===== src/rtl/cpu_pkg.sv =====
// Shared definitions for the 16-bit stack CPU: imem geometry and the boot sequencer state encoding.
package cpu_pkg;

  localparam int BOOT_ADDR_W = 10;
  localparam int BOOT_DATA_W = 16;

  typedef enum logic [3:0] {
    ST_CNT_LO  = 4'd0,
    ST_CNT_HI  = 4'd1,
    ST_WORD_LO = 4'd2,
    ST_WORD_HI = 4'd3,
    ST_WRITE   = 4'd4,
    ST_SUM_LO  = 4'd5,
    ST_SUM_HI  = 4'd6,
    ST_RELEASE = 4'd7,
    ST_RUN     = 4'd8,
    ST_ERROR   = 4'd9
  } boot_state_t;

  // States in which the sequencer consumes bytes from the receiver.
  function automatic logic boot_accepts_bytes(input boot_state_t s);
    return (s == ST_CNT_LO)  || (s == ST_CNT_HI)  ||
           (s == ST_WORD_LO) || (s == ST_WORD_HI) ||
           (s == ST_SUM_LO)  || (s == ST_SUM_HI);
  endfunction

endpackage


===== src/rtl/boot_byte_pair.sv =====
// Lo/hi byte assembler: the second byte of each pair completes a 16-bit word (word_valid_o pulse).
module boot_byte_pair (
  input  logic        clk,
  input  logic        rst_n,
  input  logic        clear_i,
  input  logic        byte_valid_i,
  input  logic [7:0]  byte_i,
  output logic [15:0] word_o,
  output logic        word_valid_o
);

  logic       hi_q, hi_d;
  logic [7:0] lo_q, lo_d;

  always_comb begin
    hi_d = hi_q;
    lo_d = lo_q;
    if (clear_i) begin
      hi_d = 1'b0;
    end else if (byte_valid_i) begin
      if (!hi_q) lo_d = byte_i;
      hi_d = ~hi_q;
    end
  end

  always_ff @(posedge clk or negedge rst_n) begin
    if (!rst_n) begin
      hi_q <= 1'b0;
      lo_q <= 8'h00;
    end else begin
      hi_q <= hi_d;
      lo_q <= lo_d;
    end
  end

  // The word is presented combinationally so the FSM can act in the hi-byte transfer cycle.
  assign word_o       = {byte_i, lo_q};
  assign word_valid_o = byte_valid_i & hi_q & ~clear_i;

endmodule


===== src/rtl/cpu_boot_ctrl.sv =====
// Boot sequencer: holds the CPU in reset, streams an image from the byte receiver into imem, then releases it.
// Optional trailing checksum check is enabled by defining CPU_BOOT_CHECKSUM_EN.
module cpu_boot_ctrl
  import cpu_pkg::*;
#(
  parameter int          ADDR_W      = BOOT_ADDR_W,
  parameter int          DATA_W      = BOOT_DATA_W,
  parameter int unsigned START_ADDR  = 0,
  parameter int          RELEASE_DLY = 4
) (
  input  logic              clk,
  input  logic              reset,
  input  logic              reload,
  input  logic              rx_valid,
  input  logic [7:0]        rx_data,
  output logic              rx_ready,
  output logic [ADDR_W-1:0] imem_waddr,
  output logic [DATA_W-1:0] imem_wdata,
  output logic              imem_we,
  output logic              cpu_reset,
  output logic              boot_done,
  output logic              boot_err
);

  boot_state_t       state_q, state_d;
  logic              rdy_en_q;
  logic [ADDR_W-1:0] waddr_q, waddr_d;
  logic [DATA_W-1:0] wdata_q, wdata_d;
  logic [15:0]       remain_q, remain_d;
  logic [3:0]        dly_q, dly_d;
  logic [15:0]       pair_word;
  logic              pair_valid;
  logic              xfer;
`ifdef CPU_BOOT_CHECKSUM_EN
  logic [15:0]       sum_q, sum_d;
`endif

  assign rx_ready = rdy_en_q & boot_accepts_bytes(state_q);
  assign xfer     = rx_valid & rx_ready;

  boot_byte_pair u_pair (
    .clk          (clk),
    .rst_n        (reset),
    .clear_i      (reload),
    .byte_valid_i (xfer),
    .byte_i       (rx_data),
    .word_o       (pair_word),
    .word_valid_o (pair_valid)
  );

  always_comb begin
    state_d  = state_q;
    waddr_d  = waddr_q;
    wdata_d  = wdata_q;
    remain_d = remain_q;
    dly_d    = dly_q;
`ifdef CPU_BOOT_CHECKSUM_EN
    sum_d    = sum_q;
`endif
    if (reload) begin
      state_d  = ST_CNT_LO;
      waddr_d  = ADDR_W'(START_ADDR);
      remain_d = 16'd0;
      dly_d    = 4'd0;
`ifdef CPU_BOOT_CHECKSUM_EN
      sum_d    = 16'd0;
`endif
    end else begin
      case (state_q)
        ST_CNT_LO:  if (xfer) state_d = ST_CNT_HI;
        ST_CNT_HI: begin
          if (pair_valid) begin
            remain_d = pair_word;
            dly_d    = 4'd0;
`ifdef CPU_BOOT_CHECKSUM_EN
            state_d  = (pair_word == 16'd0) ? ST_SUM_LO : ST_WORD_LO;
`else
            state_d  = (pair_word == 16'd0) ? ST_RELEASE : ST_WORD_LO;
`endif
          end
        end
        ST_WORD_LO: if (xfer) state_d = ST_WORD_HI;
        ST_WORD_HI: begin
          if (pair_valid) begin
            wdata_d = DATA_W'(pair_word);
            state_d = ST_WRITE;
          end
        end
        // Address wraps naturally at 2^ADDR_W, so oversized images overwrite from the start.
        ST_WRITE: begin
          waddr_d  = waddr_q + 1'b1;
          remain_d = remain_q - 16'd1;
          dly_d    = 4'd0;
`ifdef CPU_BOOT_CHECKSUM_EN
          sum_d    = sum_q + 16'(wdata_q);
          state_d  = (remain_q == 16'd1) ? ST_SUM_LO : ST_WORD_LO;
`else
          state_d  = (remain_q == 16'd1) ? ST_RELEASE : ST_WORD_LO;
`endif
        end
`ifdef CPU_BOOT_CHECKSUM_EN
        ST_SUM_LO:  if (xfer) state_d = ST_SUM_HI;
        ST_SUM_HI: begin
          if (pair_valid) state_d = (pair_word == sum_q) ? ST_RELEASE : ST_ERROR;
        end
`endif
        ST_RELEASE: begin
          if (dly_q == 4'(RELEASE_DLY - 1)) state_d = ST_RUN;
          else                              dly_d   = dly_q + 4'd1;
        end
        ST_RUN, ST_ERROR: state_d = state_q;
        default:          state_d = ST_CNT_LO;
      endcase
    end
  end

  always_ff @(posedge clk or negedge reset) begin
    if (!reset) begin
      state_q  <= ST_CNT_LO;
      rdy_en_q <= 1'b0;
      waddr_q  <= ADDR_W'(START_ADDR);
      wdata_q  <= '0;
      remain_q <= 16'd0;
      dly_q    <= 4'd0;
`ifdef CPU_BOOT_CHECKSUM_EN
      sum_q    <= 16'd0;
`endif
    end else begin
      state_q  <= state_d;
      rdy_en_q <= 1'b1;
      waddr_q  <= waddr_d;
      wdata_q  <= wdata_d;
      remain_q <= remain_d;
      dly_q    <= dly_d;
`ifdef CPU_BOOT_CHECKSUM_EN
      sum_q    <= sum_d;
`endif
    end
  end

  assign imem_waddr = waddr_q;
  assign imem_wdata = wdata_q;
  assign imem_we    = (state_q == ST_WRITE);
  assign cpu_reset  = (state_q != ST_RUN);
  assign boot_done  = (state_q == ST_RUN);
`ifdef CPU_BOOT_CHECKSUM_EN
  assign boot_err   = (state_q == ST_ERROR);
`else
  assign boot_err   = 1'b0;
`endif

endmodule


===== config.mk =====
export PLATFORM = sky130hd
export DESIGN_NAME = cpu_boot_ctrl
export DESIGN_NICKNAME = d
export VERILOG_FILES = /design/src/rtl/cpu_pkg.sv /design/src/rtl/boot_byte_pair.sv /design/src/rtl/cpu_boot_ctrl.sv
export SDC_FILE = /design/constraint.sdc
export NUM_CORES = 1
export LEC_CHECK = 0
export CORE_ASPECT_RATIO = 0.9
export CORE_UTILIZATION = 55
export CTS_BUF_LIST = sky130_fd_sc_hd__clkbuf_2 sky130_fd_sc_hd__clkbuf_4 sky130_fd_sc_hd__clkbuf_8
export CTS_CLUSTER_SIZE = 24
export DETAILED_ROUTE_END_ITERATION = 8
export GPL_ROUTABILITY_DRIVEN = 1
export GPL_TIMING_DRIVEN = 0
export MAX_ROUTING_LAYER = met4
export PLACE_DENSITY = 0.83
export SLEW_MARGIN = 20
export SYNTH_ARGS = -nofsm -noshare
export SYNTH_HDL_FRONTEND = slang
export SYNTH_SLANG_ARGS = --single-unit

===== constraint.sdc =====
create_clock -name clk -period 2.45 [get_ports clk]
set_input_delay 0.735 -clock clk [delete_from_list [all_inputs] [get_ports clk]]
set_output_delay 0.735 -clock clk [all_outputs]
set_load 0.01 [all_outputs]

run_1/m3.png
Scale bar: 20 um.
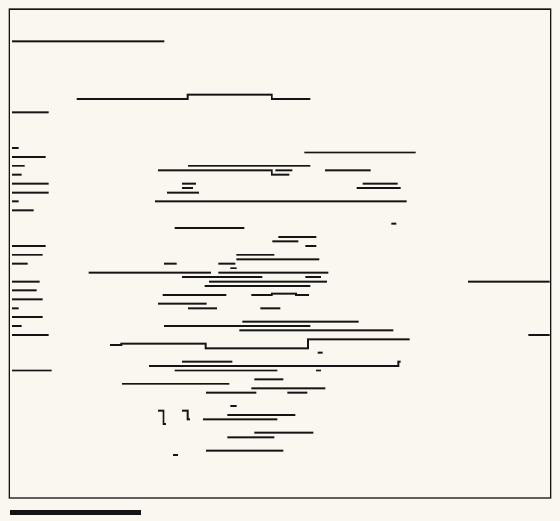
share of all routed wire: 8.6%
longest straight run: 38.2 um
DR vias: 2,795
Routed WL: 8090 um
met3 GRT Util: 8.96%

run_1/placed.png
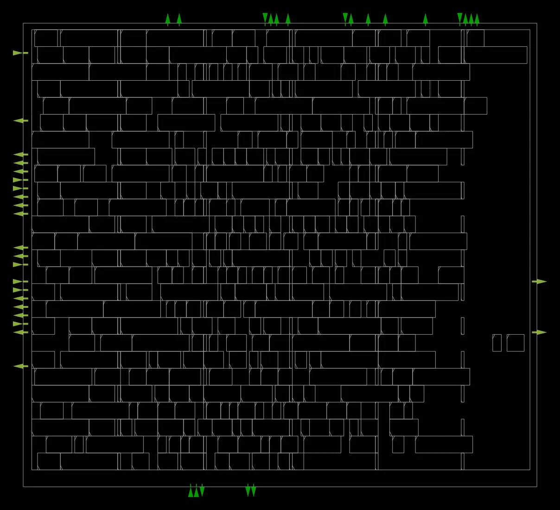
n_taps: 70
core area: 5660 um2
Non-Filler Instances: 454

run_1/util_map.png
The die is cut into 8 by 7 equal tiles; black is low, pale yellow is high, 0 to 100% covered.
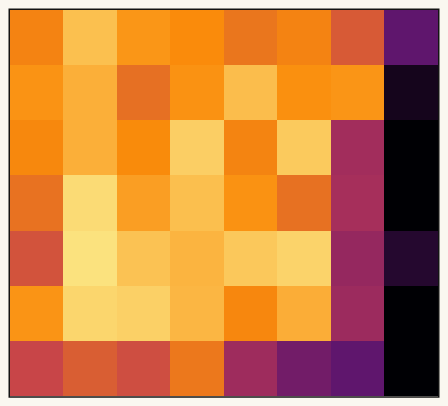
fullest tile: 94%
tiles over 75% full: 45%
emptiest ninth of the die: bottom right
mean over tiles: 63%

==> impl_metrics.ini, run 1 <==
; synthesis and place-and-route metrics
[status]
status = completed

[power_and_ir_drop]
swShare_pct = 29.2
power_frac_clock_pct = 37.3
p_int_mw = 1.52

[sta]
slew_headroom_pct = 57.2
tns_ns = 0
period_needed_ns = 2.39
final.period_utilization_pct = 97.6

[finish]
layout_top_cells = dfrtp_1 (60), nor2_1 (36), clkdlybuf4s50_1 (36), mux2_2 (25), a21oi_1 (22)
clk_share_pct = 4.43
comb_share_pct = 40.1
biggestCellCategory = multi-input combinational cells
flop_area_um2 = 1500
comb_area_um2 = 1600
clkbuf_count = 9

[synth]
ys_cells = 321
flop_cell = dfrtp_1
ys_ff = 60
synthMostInstantiatedCell = dfrtp_1
ys_seq_share_pct = 46.8
avgSynthCellArea_um2 = 10.0

[global_routing]
grt_busiest_layer = met2
grt_max_degree = 60

[critical_path]
critPathTopFamily = buffers and inverters
crit_fanout = 10
crit_path_end_kind = flop
crit_chain = clkdlybuf4s50_1, or3_1, nor3_4, buf_4, mux2_2

[clocking]
clock_sinks = 60
path_clk_slew_ns = 0.07
clock_latency_ns = 0.35
clockBufferDepth = 2

[floorplan]
die_w_um = 82.5
die_height_um = 74.5

[route]
drc = 0

[place]
placed_area_um2 = 3730
==> run 1: worst register-to-register path: stages (launching register included) <==
cell	delay (ns)
dfrtp_1	0.41
buf_6	0.13
or4b_4	0.57
buf_4	0.18
buf_2	0.18
clkbuf_1	0.25
nor3_1	0.35
a211oi_1	0.14
==> run 1: how the worst max path moves through the flow <==
| stage | startpoint | to | slack (ns) | cells past startpoint |
|---|---|---|---|---|
| final | reload | imem_wdata[11]$_DFFE_PN0P_ | 0.06 | 5 |
| after global placement | reset | imem_wdata[4]$_DFFE_PN0P_ | -1.21 | 1 |
| after global routing | state_q[0]$_DFFE_PN0P_ | rx_ready | 0.01 | 4 |
| after floorplan | reload | imem_wdata[10]$_DFFE_PN0P_ | 0.19 | 4 |
| after CTS | state_q[1]$_DFFE_PN0P_ | imem_we | -0.05 | 6 |
| after detailed placement | reload | imem_wdata[11]$_DFFE_PN0P_ | -0.65 | 5 |
==> run 1: metal layers <==
metal	vias up	wire length (um)
li1	1278	-
met1	1372	3450
met2	124	3780
met3	21	691
met4	0	170
met5	-	0
==> run 1: per-stage QoR <==
stage,hold slack (ns),worst slack [ns]
floorplan,0.439,0.194
global placement,0.486,-1.21
detailed placement,0.499,-0.649
CTS,0.170,-0.0516
global route,0.161,0.0128
finish,0.180,0.0578
==> run 1: cell families (layout without fill, tap and decap cells) <==
logic type,count (synthesis),in the layout,synth area share (%)
multiplexers,25,25,8.77
AND/OR/NAND/NOR,122,122,20.9
AND-OR/OR-AND,72,72,14.6
XOR/XNOR,12,12,3.27
adder cells (fa/ha/maj),4,4,1.56
other,2,2,0.234
buffers and inverters,24,87,3.94
flip-flops,60,60,46.8
--- run 2 (diff from run 1) ---
--- a/config.mk
+++ b/config.mk
@@ -6,6 +6,7 @@
 export NUM_CORES = 1
 export LEC_CHECK = 0
 export CORE_ASPECT_RATIO = 0.9
+export CORE_MARGIN = 4
 export CORE_UTILIZATION = 55
 export CTS_BUF_LIST = sky130_fd_sc_hd__clkbuf_2 sky130_fd_sc_hd__clkbuf_4 sky130_fd_sc_hd__clkbuf_8
 export CTS_CLUSTER_SIZE = 24
==> impl_metrics.ini, run 2 <==
; synthesis and place-and-route metrics
[status]
status = completed

[finish]
clk_share_pct = 5.21
flop_area_um2 = 1500
biggestCellCategory = multi-input combinational cells
layout_top_cells = dfrtp_1 (60), nor2_1 (36), clkdlybuf4s50_1 (36), mux2_2 (25), a21oi_1 (22)
instances_no_fill = 453
comb_share_pct = 39.9
comb_area_um2 = 1600
fin_nets = 394
clkbuf_count = 9

[clocking]
clock_latency_ns = 0.35
clockBufferDepth = 2
path_clk_slew_ns = 0.07
clock_sinks = 60

[route]
firstDrtPassIters = 5
vias = 2804
drc = 0

[global_routing]
grt_pass1_vias = 2611
grt_max_degree = 60

[floorplan]
num_tap_cells = 70
core_area_um2 = 5660
die_w_um = 88.5

[sta]
final.period_utilization_pct = 99.4
final.setup.worst_slack_ns = 0.0146
whs_ns = 0.175
period_needed_ns = 2.44
tns_ns = 0
slew_headroom_pct = 57.7

[synth]
ys_cells = 321
synthMostInstantiatedCell = dfrtp_1
ys_seq_share_pct = 46.8
area_leaders = dfrtp_1 (47%), mux2_2 (8.8%), nor2_1 (4.2%)
yosysTopAreaCellShare_pct = 46.8
ys_ff = 60
flop_cell = dfrtp_1
yosysTopAreaCell = dfrtp_1

[place]
placed_area_um2 = 3730
dp_slack_ns = -0.680

[critical_path]
crit_fanout = 4
slowest_delay_ns = 0.57
crit_path_end_kind = output pin
crit_chain = buf_6, or4b_4, clkinv_4, buf_12, buf_6
==> run 2: cell counts after synthesis <==
No cell type changed its count.
==> run 2: kinds of logic (layout without fill, tap and decap cells) <==
| family | count (synthesis) | count (layout) | share of synthesized area (%) |
|---|---|---|---|
| AND/OR/NAND/NOR | 122 | 122 | 20.9 |
| buffers and inverters | 24 | 86 | 3.94 |
| other | 2 | 2 | 0.234 |
| XOR/XNOR | 12 | 12 | 3.27 |
| multiplexers | 25 | 25 | 8.77 |
| flip-flops | 60 | 60 | 46.8 |
| AND-OR/OR-AND | 72 | 72 | 14.6 |
| adder cells (fa/ha/maj) | 4 | 4 | 1.56 |
==> run 2: power by group <==
| group | switching (mW) | total (mW) | internal (mW) |
|---|---|---|---|
| Clock | 0.452 | 0.939 | 0.487 |
| Combinational | 0.140 | 0.251 | 0.111 |
| Sequential | 0.0567 | 1.09 | 1.03 |
| Total | 0.649 | 2.28 | 1.63 |
==> run 2: worst max-delay path, delay by kind of cell, from the launching register on <==
family / cells / cell delay, ns
and+or+nand+nor: 1 / 0.57
DFF: 1 / 0.40
buffers and inverters: 4 / 0.39
==> run 2: worst max-delay path by stage <==
stage / end / from / cells past startpoint / slack [ns]
3_3_place_gp: rdy_en_q$_DFF_PN0_ / reset / 1 / -1.21
3_5_place_dp: imem_wdata[7]$_DFFE_PN0P_ / reload / 5 / -0.68
4_1_cts: imem_we / state_q[1]$_DFFE_PN0P_ / 6 / -0.07
6_report: imem_we / state_q[3]$_DFFE_PN0P_ / 5 / 0.01
2_1_floorplan: imem_wdata[10]$_DFFE_PN0P_ / reload / 4 / 0.19
5_1_grt: imem_we / state_q[3]$_DFFE_PN0P_ / 5 / -0.03
==> run 2: metal layers <==
layer  GRT usage, %  wire, um
met1           36.0      3640
met2           35.1      3610
met3           5.74       638
met4           9.37       187
met5              -         0
run_2/m3.png
Scale bar: 20 um.
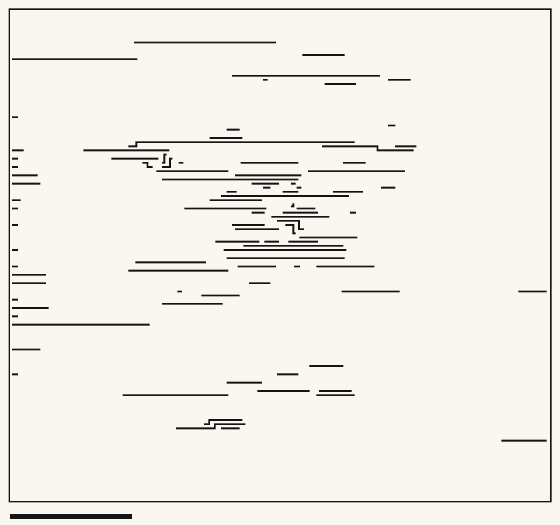
nets with wire on the layer: 71
main direction: horizontal
share of all routed wire: 7.9%
longest straight run: 35.7 um

run_2/port_trees.png
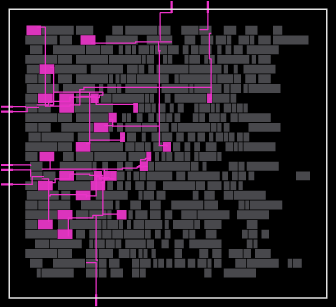
[magenta] rx_data | bits: 8 | direction: input | edge: 5 left, 2 top, 1 bottom | end cells: 28 | buffers: 8 | wire: 478 um
PortBufs: 41
Ports: 43

run_2/placed.png
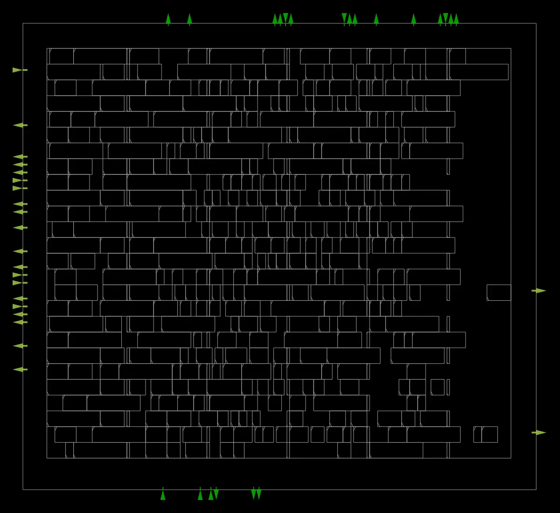
num rows: 26
Final Util: 70.9%
Seq area share: 37.4%

--- run 3 (diff from run 2) ---
--- a/config.mk
+++ b/config.mk
@@ -7,14 +7,14 @@
 export LEC_CHECK = 0
 export CORE_ASPECT_RATIO = 0.9
 export CORE_MARGIN = 4
-export CORE_UTILIZATION = 55
+export CORE_UTILIZATION = 53
 export CTS_BUF_LIST = sky130_fd_sc_hd__clkbuf_2 sky130_fd_sc_hd__clkbuf_4 sky130_fd_sc_hd__clkbuf_8
 export CTS_CLUSTER_SIZE = 24
 export DETAILED_ROUTE_END_ITERATION = 8
 export GPL_ROUTABILITY_DRIVEN = 1
 export GPL_TIMING_DRIVEN = 0
 export MAX_ROUTING_LAYER = met4
-export PLACE_DENSITY = 0.83
+export PLACE_DENSITY = 0.8
 export SLEW_MARGIN = 20
 export SYNTH_ARGS = -nofsm -noshare
 export SYNTH_HDL_FRONTEND = slang
==> impl_metrics.ini, run 3 <==
; synthesis and place-and-route metrics
[status]
status = completed

[critical_path]
r2r-start = state_q[1]$_DFFE_PN0P_
crit_buf_inv = 3
crit_path_end_kind = output pin
critPathTopFamily = simple AND/OR/NAND/NOR gates
crit_fanout = 6
crit_chain = buf_6, or4b_4, clkinv_4, buf_6
slowest_delay_ns = 0.59

[floorplan]
die_w_um = 90.0
ios = 43
rows = 26
die_height_um = 81.8
core_area_um2 = 5790
num_tap_cells = 70

[finish]
clkbuf_count = 11
biggestCellCategory = multi-input combinational cells
drive_above_1_share_pct = 19.9
comb_area_um2 = 1610
sh_seq_area_pct = 37.2
fin_nets = 392
final_core_util_pct = 69.7
layout_top_cells = dfrtp_1 (60), nor2_1 (36), clkdlybuf4s50_1 (36), mux2_2 (25), a21oi_1 (22)
comb_share_pct = 39.8
final_cell_area_um2 = 4040
clk_share_pct = 6.42
flop_area_um2 = 1500

[synth]
area_leaders = dfrtp_1 (47%), mux2_2 (8.8%), nor2_1 (4.2%)
ys_seq_share_pct = 46.8
yosysTopAreaCell = dfrtp_1
ys_cells = 321
flop_cell = dfrtp_1
ys_ff = 60
yosysTopAreaCellShare_pct = 46.8
synthMostInstantiatedCell = dfrtp_1

[clocking]
clock_latency_ns = 0.35
clockBufferDepth = 2
htreeDepth = 3
cts_resized = 18
cts_setup_buffers = 4
path_clk_slew_ns = 0.07
clock_sinks = 60

[power_and_ir_drop]
p_int_mw = 1.88
seqPwrFrac_pct = 43.5
power_frac_clock_pct = 46.4
swShare_pct = 25.1
p_seq_mw = 1.09
pwr-share-comb_pct = 10.1
pg_comb_uw = 254
power.group.top = the clock network
p_leak_nw = 1.81
clock_power_mw = 1.16

[route]
firstDrtPassIters = 5
wl_met1_um = 3740
vias = 2802
route.met2.wl_um = 3810
met3_length_um = 625
wl_um = 8360
highest_layer = met4
drc = 0

[sta]
fin_skew_ns = 0.0118
setup_viol = 0
tns_ns = 0
slew_headroom_pct = 56.3
final.period_utilization_pct = 98.2
period_needed_ns = 2.41

[place]
hpwl_um = 5660
numPortBuffers = 41
placed_area_um2 = 3730

[global_routing]
grt_max_degree = 32
grt_overflow = 0
grt_pass1_vias = 2788
==> run 3: cell counts after synthesis <==
Identical to the previous run, type by type.
==> run 3: through the flow <==
step	total power [mW]	setup slack (ns)	hold slack [ns]	cells
6_report	2.51	0.0442	0.300	451
5_1_grt	2.59	-0.0154	0.315	451
4_1_cts	2.51	-0.0709	0.310	452
3_5_place_dp	1.34	-0.658	0.486	433
3_3_place_gp	1.33	-1.22	0.488	432
2_1_floorplan	1.23	0.194	0.439	321
==> run 3: worst max-delay path by stage <==
stage,from,to,slack (ns),cells past startpoint
final,state_q[3]$_DFFE_PN0P_,imem_we,0.04,4
after global routing,reload,imem_wdata[8]$_DFFE_PN0P_,-0.02,5
after CTS,state_q[1]$_DFFE_PN0P_,imem_we,-0.07,6
after detailed placement,reload,imem_wdata[11]$_DFFE_PN0P_,-0.66,5
after global placement,reset,imem_waddr[0]$_DFFE_PN0N_,-1.22,1
after floorplan,reload,imem_wdata[10]$_DFFE_PN0P_,0.19,4
==> run 3: worst reg2reg max path, delay by kind of cell (launching register included) <==
kind | cells | cell delay (ns)
AND/OR/NAND/NOR | 2 | 0.78
AND-OR/OR-AND | 3 | 0.58
flip-flops | 1 | 0.38
buffers and inverters | 2 | 0.38
==> run 3: layer usage <==
metal,up-vias,global-route usage [%]
met5,-,-
met1,1357,32.8
met2,155,37.8
met3,21,6.41
met4,0,11.8
li1,1269,-
==> run 3: logic make-up (layout without fill, tap and decap cells) <==
logic type	Yosys count	count (layout)	synth area share [%]
other	2	2	0.234
AND/OR/NAND/NOR	122	122	20.9
adder cells (fa/ha/maj)	4	4	1.56
multiplexers	25	25	8.77
buffers and inverters	24	84	3.94
flip-flops	60	60	46.8
XOR/XNOR	12	12	3.27
AND-OR/OR-AND	72	72	14.6
run_3/m3.png
Scale bar: 20 um.
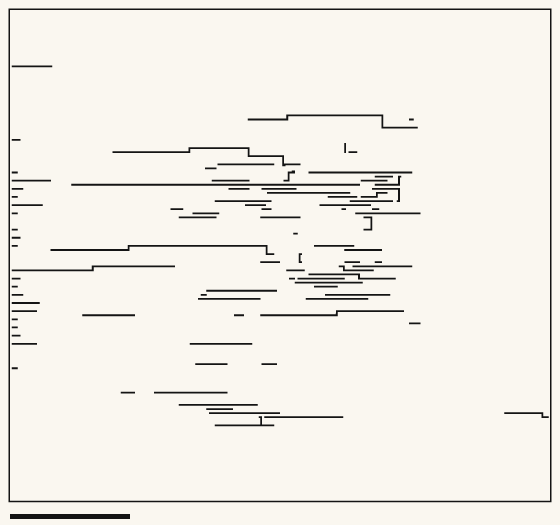
main direction: horizontal
wire length on this layer: 626 um
nets with wire on the layer: 69

run_3/gates.png
Scale bar: 20 um.
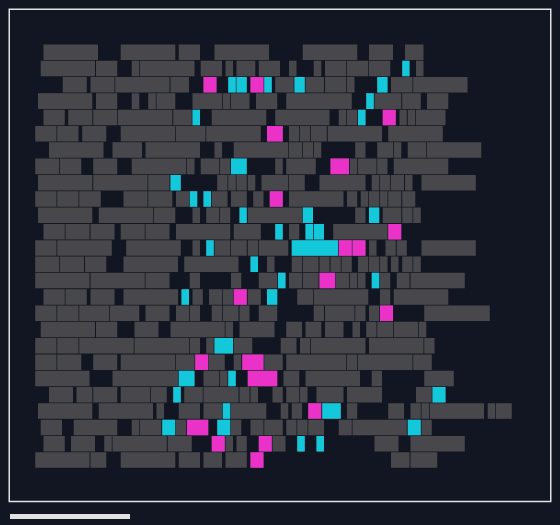
[magenta] and/or cells | cells: 20 | most used: and3_1
[cyan] nand cells | cells: 38 | most used: nand2_1

run_3/util_map.png
The die is cut into 9 by 8 equal tiles; black is low, pale yellow is high, 0 to 100% covered.
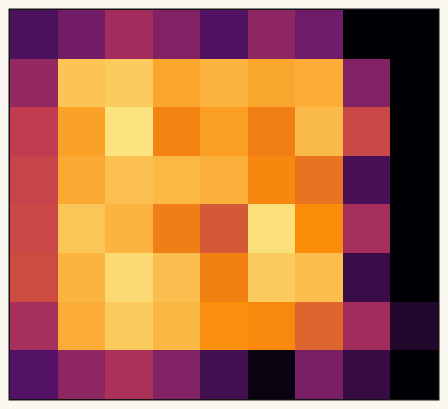
nearly empty tiles: 11%
mean over tiles: 54%
tiles over 75% full: 36%
fullest tile: 94%

Power is estimated from default activity; no workload was simulated.
